$ cat src/rtl/sm_pkg.sv
// ---------------------------------------------------------------------------
// sm_pkg
// Shared definitions for the sign-magnitude accumulator slice.
//   WIDTH            : total word width (sign + magnitude)
//   MAG_W            : magnitude width
//   sm_word_t        : packed sign-magnitude word {sign, mag}
//   sm_accum_state_t : sequencer states IDLE / ACCUM / DONE
//   SM_MAG_MAX       : largest representable magnitude (all ones)
//   sm_normalize()   : forces a zero magnitude to carry a positive sign
// ---------------------------------------------------------------------------
package sm_pkg;

  localparam int WIDTH = 21;
  localparam int MAG_W = WIDTH - 1;

  typedef struct packed {
    logic             sign;
    logic [MAG_W-1:0] mag;
  } sm_word_t;

  typedef enum logic [1:0] {
    IDLE  = 2'd0,
    ACCUM = 2'd1,
    DONE  = 2'd2
  } sm_accum_state_t;

  localparam logic [MAG_W-1:0] SM_MAG_MAX = '1;

  // There is exactly one encoding of zero: +0.
  function automatic sm_word_t sm_normalize(input sm_word_t w);
    sm_word_t r;
    r.mag  = w.mag;
    r.sign = w.sign & (|w.mag);
    return r;
  endfunction

endpackage

$ cat src/rtl/sm_add_norm.sv
// ---------------------------------------------------------------------------
// sm_add_norm
// Combinational sign-magnitude adder with zero-sign normalization.
//   a    in  sm_word_t  accumulator operand
//   b    in  sm_word_t  incoming term
//   sum  out sm_word_t  a (+) b, never negative zero
//   ovf  out 1          carry out of the magnitude on a same-sign add
// Build option SM_ACCUM_SATURATE_EN: on overflow the magnitude clamps to
// SM_MAG_MAX with the common sign; otherwise the carry is dropped (wrap).
// ---------------------------------------------------------------------------
module sm_add_norm
  import sm_pkg::*;
(
  input  sm_word_t a,
  input  sm_word_t b,
  output sm_word_t sum,
  output logic     ovf
);

  logic [MAG_W:0]   mag_add;
  logic [MAG_W-1:0] diff_ab;
  logic [MAG_W-1:0] diff_ba;
  logic             a_ge_b;

  assign mag_add = {1'b0, a.mag} + {1'b0, b.mag};
  assign diff_ab = a.mag - b.mag;
  assign diff_ba = b.mag - a.mag;
  assign a_ge_b  = (a.mag >= b.mag);

  logic [MAG_W-1:0] mag_r;
  logic             sign_r;

  // NOTE: every signal written here gets a default first, so no path
  // through the block leaves it unassigned and no latch is inferred.
  always_comb begin
    mag_r  = '0;
    sign_r = 1'b0;
    ovf    = 1'b0;
    if (a.sign == b.sign) begin
      sign_r = a.sign;
      ovf    = mag_add[MAG_W];
`ifdef SM_ACCUM_SATURATE_EN
      mag_r  = mag_add[MAG_W] ? SM_MAG_MAX : mag_add[MAG_W-1:0];
`else
      mag_r  = mag_add[MAG_W-1:0];
`endif
    end else if (a_ge_b) begin
      // Larger magnitude decides the sign; a tie yields zero, fixed below.
      sign_r = a.sign;
      mag_r  = diff_ab;
    end else begin
      sign_r = b.sign;
      mag_r  = diff_ba;
    end
  end

  // A wrapped same-sign add can also land on zero, so normalize every path.
  assign sum.mag  = mag_r;
  assign sum.sign = sign_r & (|mag_r);

endmodule

$ cat src/rtl/sm_accum_ctrl.sv
// ---------------------------------------------------------------------------
// sm_accum_ctrl
// Accumulates `len` sign-magnitude terms onto a bias for one MLP neuron and
// presents the sum on a valid/ready output.
//   clk        in   rising-edge clock
//   rst        in   asynchronous active-high reset
//   start      in   begin a job (sampled in IDLE only)
//   len        in   CNT_W  term count, clamped to MAX_TERMS
//   bias       in   WIDTH  initial accumulator value
//   in_valid   in   term available
//   in_ready   out  term accepted this cycle (ACCUM only)
//   in_data    in   WIDTH  sign-magnitude term
//   out_valid  out  result available (DONE only)
//   out_ready  in   consumer takes the result
//   out_data   out  WIDTH  accumulated result
//   out_ovf    out  sticky magnitude overflow for the current job
//   busy       out  state is not IDLE
// Build option SM_ACCUM_SATURATE_EN selects saturating instead of wrapping
// overflow behaviour inside sm_add_norm.
// ---------------------------------------------------------------------------
module sm_accum_ctrl
  import sm_pkg::*;
#(
  parameter int MAX_TERMS = 64,
  parameter int CNT_W     = $clog2(MAX_TERMS + 1)
) (
  input  logic             clk,
  input  logic             rst,
  input  logic             start,
  input  logic [CNT_W-1:0] len,
  input  logic [WIDTH-1:0] bias,
  input  logic             in_valid,
  output logic             in_ready,
  input  logic [WIDTH-1:0] in_data,
  output logic             out_valid,
  input  logic             out_ready,
  output logic [WIDTH-1:0] out_data,
  output logic             out_ovf,
  output logic             busy
);

  localparam logic [CNT_W-1:0] MAX_CNT = CNT_W'(MAX_TERMS);

  sm_accum_state_t  state, state_d;
  sm_word_t         acc, acc_d;
  logic [CNT_W-1:0] cnt, cnt_d;
  logic             ovf, ovf_d;

  sm_word_t         add_sum;
  logic             add_ovf;
  logic [CNT_W-1:0] len_clamped;

  assign len_clamped = (len > MAX_CNT) ? MAX_CNT : len;

  sm_add_norm u_add (
    .a   (acc),
    .b   (sm_word_t'(in_data)),
    .sum (add_sum),
    .ovf (add_ovf)
  );

  // NOTE: state registers use non-blocking assignments so every flop
  // samples its pre-edge value, independent of statement order.
  always_ff @(posedge clk or posedge rst) begin
    if (rst) begin
      state <= IDLE;
      acc   <= '0;
      cnt   <= '0;
      ovf   <= 1'b0;
    end else begin
      state <= state_d;
      acc   <= acc_d;
      cnt   <= cnt_d;
      ovf   <= ovf_d;
    end
  end

  always_comb begin
    state_d   = state;
    acc_d     = acc;
    cnt_d     = cnt;
    ovf_d     = ovf;
    in_ready  = 1'b0;
    out_valid = 1'b0;
    case (state)
      IDLE: begin
        if (start) begin
          acc_d   = sm_normalize(sm_word_t'(bias));
          cnt_d   = len_clamped;
          ovf_d   = 1'b0;
          state_d = (len_clamped == '0) ? DONE : ACCUM;
        end
      end
      ACCUM: begin
        in_ready = 1'b1;
        if (in_valid) begin
          acc_d = add_sum;
          cnt_d = cnt - CNT_W'(1);
          ovf_d = ovf | add_ovf;
          if (cnt == CNT_W'(1)) state_d = DONE;
        end
      end
      DONE: begin
        out_valid = 1'b1;
        if (out_ready) state_d = IDLE;
      end
      default: state_d = IDLE;
    endcase
  end

  // The result is only exposed in DONE; elsewhere the bus stays quiet.
  assign out_data = (state == DONE) ? acc : '0;
  assign out_ovf  = ovf;
  assign busy     = (state != IDLE);

endmodule

$ cat config.mk
export PLATFORM = sky130hd
export DESIGN_NAME = sm_accum_ctrl
export DESIGN_NICKNAME = d
export VERILOG_FILES = /design/src/rtl/sm_pkg.sv /design/src/rtl/sm_add_norm.sv /design/src/rtl/sm_accum_ctrl.sv
export SDC_FILE = /design/constraint.sdc
export NUM_CORES = 1
export LEC_CHECK = 0
export ABC_AREA = 1
export CORE_UTILIZATION = 53
export CTS_CLUSTER_DIAMETER = 30
export DETAILED_ROUTE_END_ITERATION = 10
export GPL_ROUTABILITY_DRIVEN = 0
export GPL_TIMING_DRIVEN = 0
export MAX_ROUTING_LAYER = met4
export PLACE_DENSITY = 0.8
export SETUP_SLACK_MARGIN = 0.15
export SLEW_MARGIN = 20
export SYNTH_ARGS = -nofsm -noshare
export SYNTH_HDL_FRONTEND = slang
export SYNTH_SLANG_ARGS = --single-unit
$ cat constraint.sdc
create_clock -name clk -period 2.5 [get_ports clk]
set_clock_uncertainty 0.15 [all_clocks]
set_input_delay 0.375 -clock clk [delete_from_list [all_inputs] [get_ports clk]]
set_output_delay 0.375 -clock clk [all_outputs]
set_load 0.02 [all_outputs]
==> out/metrics.yaml, run 1 <==
layout_top_cell: "nand2_1"
antenna_found_initial: 0
mux_share_pct: 0
power.density_nw_per_um2: 1580
path_clk_slew_ns: 0.06
fa_ha_area_share_pct: 13.3
rows: 39
r2r_slack_ns: -0.47
tns_ns: -4.35
dpl_worst_slack_ns: -1.16
end_kind: "flop"
worst_slack_ns: -0.470
finalSetupViolCount: 19
dp_cells: 1319
power_mw: 13.7
postSynthSeqShare_pct: 12.5
ff_type: "dfrtp_1"
top_area_cell: "nand2_1"
rsz0062_at_grt: "yes"
tritoncts: "yes"
r2r_end: "acc[20]"
drv_cap: 0
post-route-cell-area_um2: 8700
yosys_warnings: 0
yosys.area_share.simple_pct: 42.9
p_seq_share_pct: 8.0
clockRootBuffer: "clkbuf_16"
die-area_um2: 12100
critPathLaunch: "acc[0]"
num_io_pins: 79
dr.pass1.iters: 6
yosysUniqueCellTypes: 41
fin_cells: 1385
die_h_um: 110
hold_path_class: "in -> async"
crit_end: "acc[20]"
async_reset_ff_share_pct: 100
synthTopCellsByArea: "nand2_1 23%, dfrtp_1 13%, ha_1 12%"
min_period_ns: 2.97
crit_type: "reg -> reg"
warnings: 69
grt_max_degree: 32
switchingPower_mw: 8.02
yosys_cells: 1098
hold_slack_ns: 0.358
ctsResizeCount: 189
synth_cells: 1098
layout-drive-gt1-share_pct: 24.2
antennaDiodeCount: 0
cts_setup_buffers: 36
fp-utilization_pct: 54.3
drtIter0Drc: 1223
status: "finished, violations left"
port_buffers: 78
ys_area_um2: 6200
edf_count: 0
top_area_share_pct: 22.9
cts_buffer_depth: 2
fill_cells: 904
intPower_mw: 5.70
cts_sinks: 31
syn_avg_cell_area_um2: 5.65
tightest_slew_ns: 0.709
violations: "setup timing"
area_growth_pct: 40.2
hold_buffers: 0
yosys.area_share.aoi_pct: 14.4
ys_top_logic_family: "simple AND/OR/NAND/NOR gates"
grt_pass1_wl_um: 36500
drv_slew: 0
grt_overflow: 0
syn_nets: 1216
drtAntennaViolNets: 0
viasPerCell: 5.88
rr_worst_depth: 19
clock_latency_ns: 0.28
dieWidth_um: 110
coreArea_um2: 11400
swShare_pct: 58.5
grt_pass1_vias: 7482
h-tree-depth: 2
cp.arrival_ns: 2.98
ir_worst_vdd_uv: 948
cts_buffers: 5
layout_top_cells: "329 x nand2_1, 160 x inv_1, 75 x nor2_1"
top_cell: "nand2_1"
place_area_um2: 7200
synth_area_um2: 6200
hold_viol_final: 0
worstPathRequired_ns: 2.51
hpwl_um: 17800
r2r_start: "acc[0]"
top_cells_by_count: "378 x nand2_1, 176 x inv_1, 87 x nor2_1"
nets: 1360
xor_share_pct: 1.84
crit_fanout: 6
combPwrFrac_pct: 87.6
drc: 0
max-slew-margin-rel_pct: 52.4
startpoint_type: "flop"
fin_crit_sh_pct: 119
ys_ff: 31
leakage_nw: 4.60
clock_power_share_pct: 4.5
timing.fmax_mhz: 337
run 1: layer usage:
metal | GRT usage (%) | routed length [um] | up-vias
met5 | - | 0 | -
met4 | 23.4 | 1670 | 0
met3 | 7.17 | 2770 | 151
met2 | 64.8 | 11200 | 566
met1 | 50.1 | 9400 | 3662
li1 | - | - | 3766
run 1: critical path: stages (launching register included):
cell and delay [ns]:
dfrtp_1 0.38, inv_2 0.07, ha_4 0.14, inv_6 0.04, fa_2 0.39, nand3_2 0.10, nand3_4 0.10, nand2_4 0.09
nand3_4 0.12, nand2_8 0.11, nand2_8 0.09, buf_16 0.17, nand2_4 0.06, nand3_4 0.09, nand2_2 0.12, nand2_2 0.09
nor3_2 0.20, nand3_2 0.08, o21ai_2 0.17, a21oi_2 0.06
run 1: layout make-up:
cell class                      instances  area (um2)  share of cell area (%)
Clock inverter                          1        5.00                  0.0576
Multi-Input combinational cell        850        5300                    61.0
Timing Repair Buffer                  137        1280                    14.8
Sequential cell                        31         781                    8.98
Clock buffer                            6         139                    1.60
Tap cell                              143         179                    2.06
Buffer                                 35         303                    3.48
Inverter                              182         704                    8.10
run 1: power groups by stage:
stage | Combinational (mW) | Clock [mW] | Sequential [mW]
floorplan | 6.23 | 0 | 0.937
global placement | 8.39 | 0 | 1.01
detailed placement | 8.49 | 0 | 1.02
CTS | 10.2 | 0.606 | 1.05
global route | 12.9 | 0.633 | 1.11
finish | 12.0 | 0.612 | 1.09
run 1: sequential cells by signal, indices dropped and copies added, names as in the netlist:
register  cells
cnt           7
acc          21
out_ovf       1
state         2
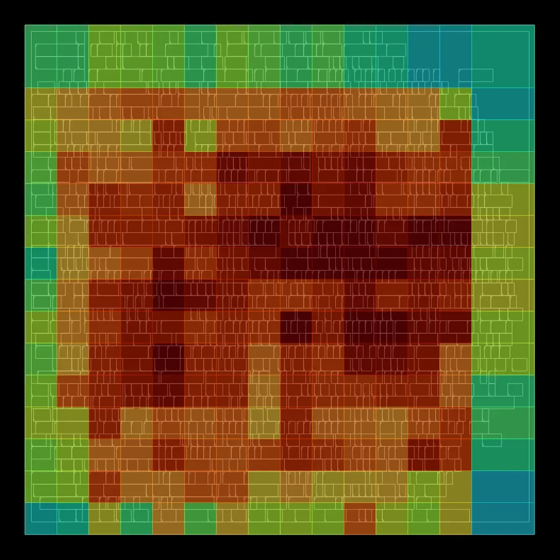
run_1/final_congestion.png
gr usage total: 41.3%
met1 GRT Util: 50.1%
M3 GR Usage: 7.17%
grt peak-use layer: met2
final core utilization: 76.2%

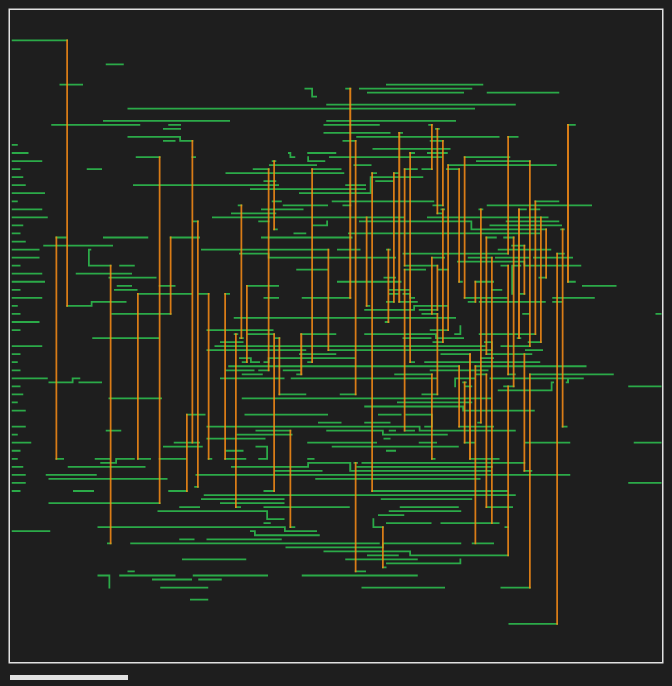
run_1/metal_stack.png
Bar = 20 um. Only two layers are drawn.
legend:
  green:
    layer: met3
    wire_length: 2770 um
  orange:
    layer: met4
    wire_length: 1670 um
vias post-DR: 8145
final wirelength: 25000 um
WL/cell: 18.1 um

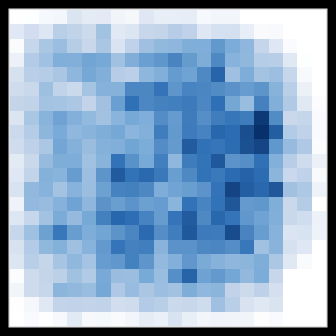
run_1/wire_density.png
22 x 22 tiles, from white (low) to dark blue (high), scaled to the fullest tile. Values are wire area over tile area, all layers added.
fullest tile: 0.93
densest ninth of the die: center
nearly empty tiles: 7.9%
mean over tiles: 0.36
tiles over half the peak: 34%

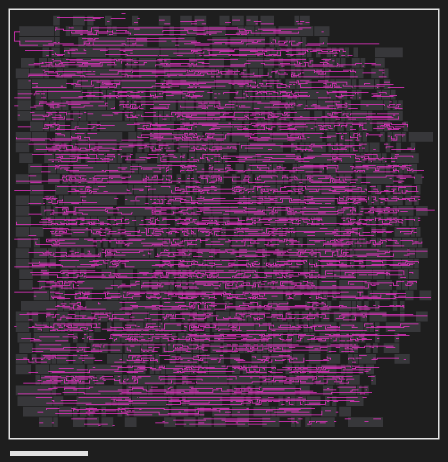
run_1/met1.png
Bar = 20 um. Cells faint in the background.
main direction: horizontal
wire length on this layer: 9400 um
nets with wire on the layer: 1234
longest straight run: 54.5 um
share of all routed wire: 38%

==> run 2, diff against run 1 <==
==> constraint.sdc (replaced) <==
create_clock -name clk -period 2.5 [get_ports clk]
set_clock_uncertainty 0.15 [all_clocks]
set_input_delay 0.625 -clock clk [delete_from_list [all_inputs] [get_ports clk]]
set_output_delay 0.625 -clock clk [all_outputs]
set_load 0.02 [all_outputs]
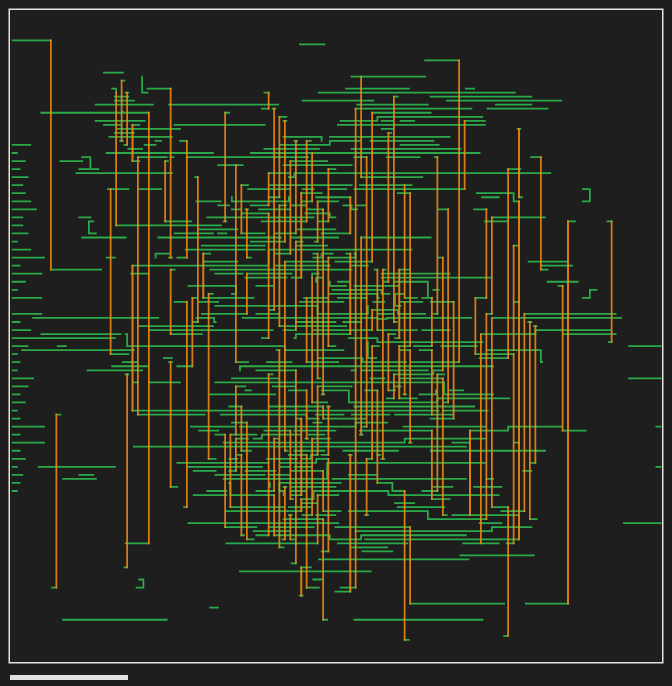
run_2/metal_stack.png
Bar = 20 um. Only two layers are drawn.
legend:
  orange:
    layer: met4
    wire_length: 2610 um
  green:
    layer: met3
    wire_length: 3290 um

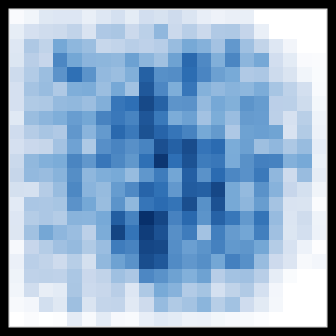
run_2/wire_density.png
22 x 22 tiles, from white (low) to dark blue (high), scaled to the fullest tile. Values are wire area over tile area, all layers added.
tiles over half the peak: 34%
nearly empty tiles: 5.8%
densest ninth of the die: center
mean over tiles: 0.42
fullest tile: 1.1
gr usage total: 42.4%
WL/cell: 19.7 um
vias post-DR: 8679
final wirelength: 27700 um

==> out/metrics.yaml, run 2 <==
fin_cells: 1407
nets: 1380
crit_cells: 19
drc: 0
num_io_pins: 79
dp_cells: 1319
rsz0062_at_grt: "yes"
warnings: 70
drv_slew: 0
top_cells_by_count: "378 x nand2_1, 176 x inv_1, 87 x nor2_1"
min_period_ns: 3.11
wl_met1_um: 9800
finalSetupViolCount: 21
ff_type: "dfrtp_1"
rows: 39
cts_buffers: 5
syn_nets: 1216
viasPerCell: 6.17
tns_ns: -5.39
grt_max_degree: 32
top_area_cell: "nand2_1"
power.density_nw_per_um2: 1650
top_register: "acc"
intPower_mw: 6.37
max-slew-margin-rel_pct: 48.4
top_regs: "acc (21), cnt (7), state (2)"
worst_slack_ns: -0.614
clock_latency_ns: 0.28
drv_cap: 0
syn_avg_cell_area_um2: 5.65
power_mw: 15.2
layout_top_cells: "299 x nand2_1, 141 x inv_1, 71 x nand2_2"
synth_area_um2: 6200
violations: "setup timing"
hold_viol_final: 0
hold_buffers: 0
switchingPower_mw: 8.81
hold_slack_ns: 0.381
top_cell: "nand2_1"
synth_cells: 1098
path_clk_slew_ns: 0.05
port_buffers: 78
cp.arrival_ns: 3.13
cts_sinks: 31
crit_type: "in -> reg"
status: "finished, violations left"
end_kind: "flop"
clock_power_share_pct: 4.7
swShare_pct: 58.0
slowest_stage: "ha_4"
tightest_slew_ns: 0.774
ys_top_logic_family: "simple AND/OR/NAND/NOR gates"
hold_path_class: "reg -> reg"
yosys_warnings: 0
coreArea_um2: 11400
h-tree-depth: 2
postSynthSeqShare_pct: 12.5
wl_met2_um: 12000
max_stage_delay_ns: 0.26
rr_worst_depth: 15
yosys_cells: 1098
timing.fmax_mhz: 321
place_area_um2: 7220
drtIter0Drc: 1480
post-route-cell-area_um2: 9220
mux_share_pct: 0
worst-path-buf-inv: 5
xor_share_pct: 1.84
yosys.area_share.aoi_pct: 14.4
grt_overflow: 0
edf_count: 0
r2r_slack_ns: -0.61
combPwrFrac_pct: 87.7
crit_fanout: 6
antenna_found_initial: 0
drtAntennaViolNets: 0
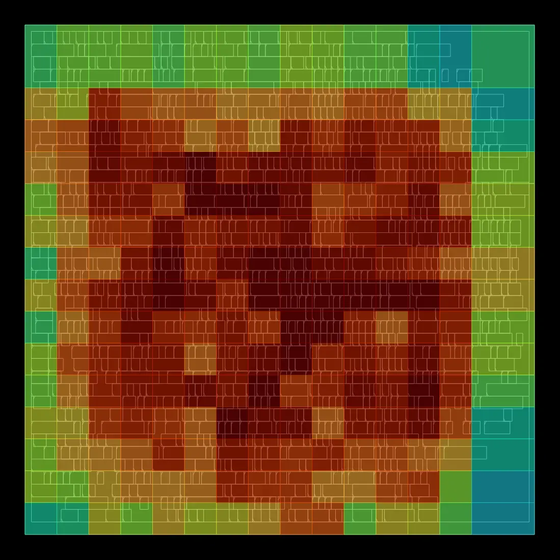
run_2/final_congestion.png
met2 GRT Util: 68.8%
final core utilization: 80.7%
M3 GR Usage: 4.64%

==> run 2: cell counts after synthesis <==
No cell type changed its count.
==> run 2: final cells by class <==
cell class / instances / area, um2
multi-input combinational: 850 / 5640
inverter: 182 / 712
timing repair buffer: 157 / 1380
tap: 143 / 179
clock inverter: 2 / 35.0
fill: 732 / 2200
clock buffer: 6 / 139
sequential: 31 / 782
antenna: 1 / 2.50
buffer: 35 / 350
==> run 2: kinds of logic after synthesis <==
group,after synthesis
buf+inv,217
compound gates,160
fa+ha+maj,64
simple gates,613
flops,31
xor+xnor,13
==> run 2: metal layers <==
metal  global-route usage, %  vias to the layer above
met5                       -                        -
met4                    24.0                        0
met3                    4.64                      282
met2                    68.8                      768
met1                    51.2                     3817
li1                        -                     3812
==> run 2: how the worst max path moves through the flow <==
stage | from | endpoint | slack, ns
2_1_floorplan | in_data[0] | acc[20] | -0.20
3_3_place_gp | in_data[0] | acc[20] | -1.40
3_5_place_dp | in_data[0] | acc[20] | -1.43
4_1_cts | acc[0] | acc[20] | -0.40
5_1_grt | in_data[10] | acc[20] | -0.85
6_report | in_data[12] | acc[20] | -0.61
==> run 2: tightest hold or removal path: stages, from the launching register on <==
cell     delay, ns
dfrtp_1       0.37
nand2_1       0.07
o31ai_1       0.06
==> run 2: repair_timing <==
action	4_1_cts	5_1_grt
pin swaps	80	98
setup endpoints to repair	47	43
resized	336	194
gates cloned	2	0
buffers inserted	50	27
==> run 2: power by group through the flow <==
stage / sequential [mW] / clock (mW) / combinational, mW
after floorplan: 0.935 / 0 / 6.28
after global placement: 1.01 / 0 / 8.45
after detailed placement: 1.02 / 0 / 8.53
after CTS: 1.08 / 0.718 / 10.7
after global routing: 1.15 / 0.744 / 14.0
final: 1.15 / 0.719 / 13.3
run_2/met1.png
Bar = 20 um. Cells faint in the background.
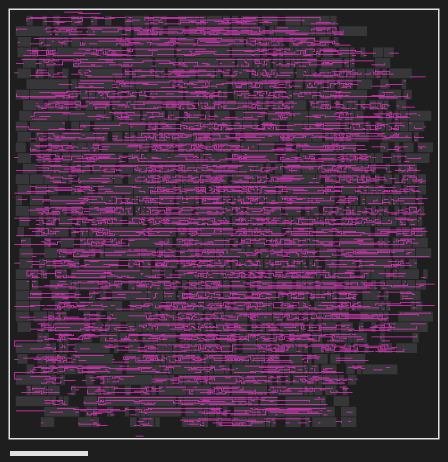

==> run 3, diff against run 2 <==
Settings changed: CORE_MARGIN set to 8, SLEW_MARGIN 20 to not set.
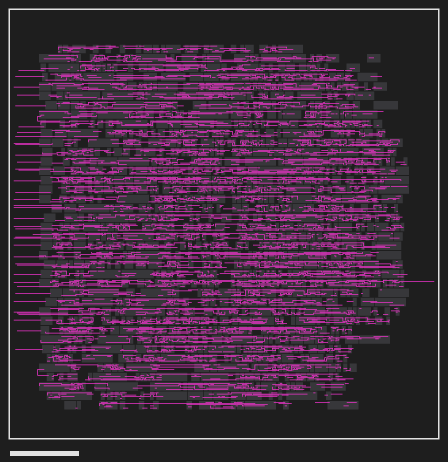
run_3/met1.png
Bar = 20 um. Cells faint in the background.
nets with wire on the layer: 1264
longest straight run: 58.4 um
main direction: horizontal
vias post-DR: 8079
met1 GRT Util: 39.4%
final wirelength: 25200 um

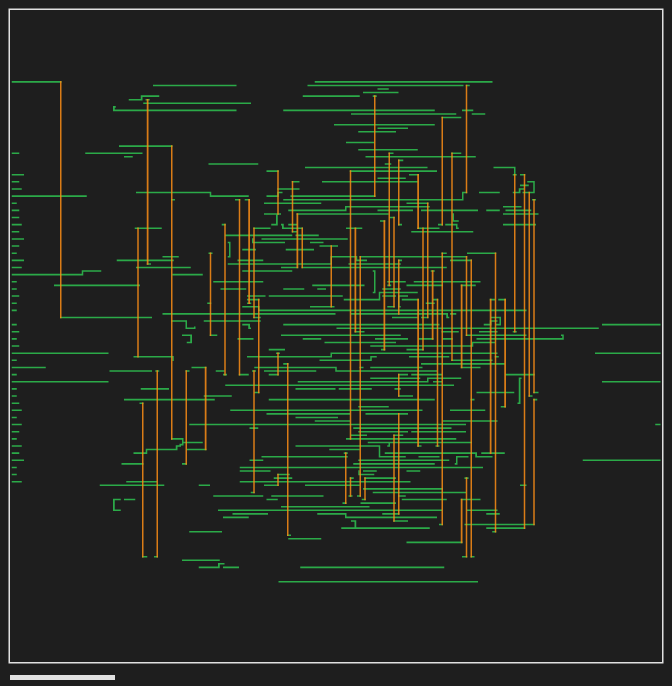
run_3/metal_stack.png
Bar = 20 um. Only two layers are drawn.
legend:
  green:
    layer: met3
    wire_length: 2680 um
  orange:
    layer: met4
    wire_length: 1440 um

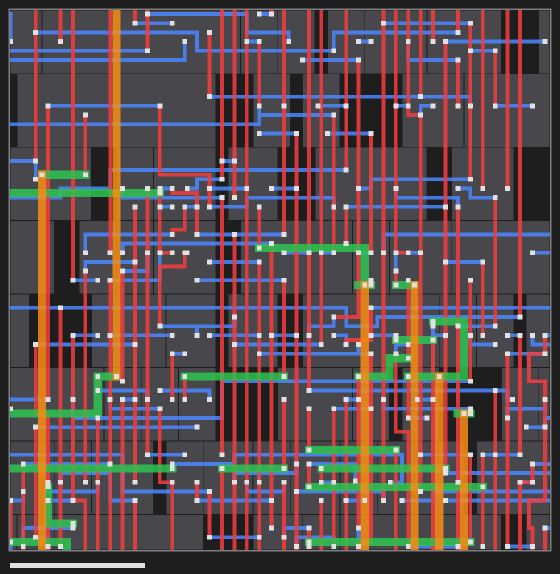
run_3/zoom.png
Bar = 5 um. Window x 83 to 103, y 83 to 103 um. Cells in gray, sequential cells in the stronger gray; small squares are vias.
legend:
  red:
    layer: met2
  orange:
    layer: met4
  blue:
    layer: met1
  green:
    layer: met3
sequential cells in the window: 0
most frequent: nand2_1 (12), nand2_2 (7), inv_1 (6)
cells with their middle in the window: 49

==> out/metrics.yaml, run 3 <==
crit_end: "acc[20]"
timing.fmax_mhz: 338
area_growth_pct: 40.9
min_period_ns: 2.96
coreArea_um2: 11400
finalSetupViolCount: 19
violations: "setup timing"
warnings: 69
switchingPower_mw: 7.92
die_h_um: 124
fin_crit_sh_pct: 118
intPower_mw: 5.78
path_clk_slew_ns: 0.05
power_mw: 13.7
antennaDiodeCount: 0
clock_power_share_pct: 4.7
clock_latency_ns: 0.28
top_area_share_pct: 22.9
ys_ff: 31
edf_count: 0
top_register: "acc"
drc: 0
drtIter0Drc: 917
hold_path_class: "reg -> reg"
leakage_nw: 4.60
largest_reg_flops: 21
top_cell: "nand2_1"
async_reset_ff_share_pct: 100
tightest_slew_ns: 0.598
syn_nets: 1216
synth_area_um2: 6200
worst_slack_ns: -0.459
synth_cells: 1098
cp_cell_sequence: "buf_4 -> inv_1 -> ha_1 -> buf_6 -> nand2_8 -> nor2_4 -> nand2_2 -> nor3_4 -> nor2_4 -> nand2_8 -> buf_8 -> buf_6 -> nand4_2 -> nand3_2 -> nand3b_1 -> nand2_1 -> nand3_2 -> o21ai_2 -> a21oi_2"
viasPerCell: 5.82
grt_overflow: 0
drtAntennaViolNets: 0
swShare_pct: 57.8
r2r_start: "acc[0]"
h-tree-depth: 2
nets: 1363
worst-path-buf-inv: 5
max_stage_delay_ns: 0.30
p_seq_share_pct: 8.2
power.density_nw_per_um2: 1570
port_buffers: 78
num_io_pins: 79
drv_cap: 0
dieWidth_um: 124
top_cells_by_count: "378 x nand2_1, 176 x inv_1, 87 x nor2_1"
status: "finished, violations left"
fin_util_pct: 76.5
layout-drive-gt1-share_pct: 28.2
layout_top_cells: "322 x nand2_1, 153 x inv_1, 74 x nor2_1"
top_regs: "acc (21), cnt (7), state (2)"
hold_viol_final: 0
postSynthSeqShare_pct: 12.5
combPwrFrac_pct: 87.1
wl_per_cell_um: 18.1
yosys_cells: 1098
cts_buffers: 5
cts_buffer_depth: 2
yosysUniqueCellTypes: 41
rows: 39
track_usage_pct: 31.8
layout_top_cell: "nand2_1"
top_area_cell: "nand2_1"
die-area_um2: 15400
startpoint_type: "input pin"
grt_max_degree: 32
fp-utilization_pct: 54.3
tritoncts: "yes"
r2r_slack_ns: -0.45
slowest_stage: "ha_1"
end_kind: "flop"
clockRootBuffer: "clkbuf_16"
ys_area_um2: 6200
critPathLaunch: "in_data[16]"
synthTopCellsByArea: "nand2_1 23%, dfrtp_1 13%, ha_1 12%"
worstPathRequired_ns: 2.52
r2r_end: "acc[20]"
hpwl_um: 18300
## run 3: final cells by class
class	count	area, um2	area share, %
flip-flops and latches	31	777	8.89
clock buffers	8	156	1.79
inverters	182	712	8.15
repair buffers	140	1230	14.1
plain buffers	35	325	3.72
multi-input cells	850	5360	61.3
well taps	143	179	2.05
## run 3: kinds of logic after synthesis
logic type,share of synthesized area (%)
DFF,12.5
AOI/OAI and AO/OA,14.4
buffers and inverters,15.1
adders and majority gates,13.3
and+or+nand+nor,42.9
xor gates and xnor gates,1.84
## run 3: power by group through the flow
stage,Clock (mW),Combinational (mW),Sequential [mW]
final,0.650,11.9,1.12
after global routing,0.666,12.7,1.14
after CTS,0.650,10.2,1.07
after detailed placement,0,8.53,1.03
after global placement,0,8.44,1.02
after floorplan,0,6.28,0.935
## run 3: per-layer routing
| metal | track usage (%) | routed length [um] | vias up |
|---|---|---|---|
| met5 | - | 0 | - |
| met4 | 15.9 | 1440 | 0 |
| met3 | 3.85 | 2680 | 137 |
| met2 | 50.1 | 11400 | 584 |
| met1 | 39.4 | 9640 | 3596 |
| li1 | - | - | 3762 |
## run 3: stage by stage
step / instances / hold slack (ns) / setup TNS (ns) / worst slack (ns) / area (um2)
after floorplan: 1098 / 0.344 / -0.325 / -0.203 / 6260
after global placement: 1319 / 0.363 / -23.65 / -1.38 / 7220
after detailed placement: 1319 / 0.374 / -24.15 / -1.42 / 7220
after CTS: 1373 / 0.390 / -4.66 / -0.475 / 8260
after global routing: 1389 / 0.426 / -6.46 / -0.664 / 8740
final: 1389 / 0.392 / -4.40 / -0.459 / 8740
## run 3: what timing repair did
item	4_1_cts	5_1_grt
gates cloned	2	0
setup buffers	44	15
resized	253	155
pin swaps	50	69
setup endpoints to repair	46	34
hold buffers	0	0
No activity file was given, so power comes from the tool's default toggle rates.
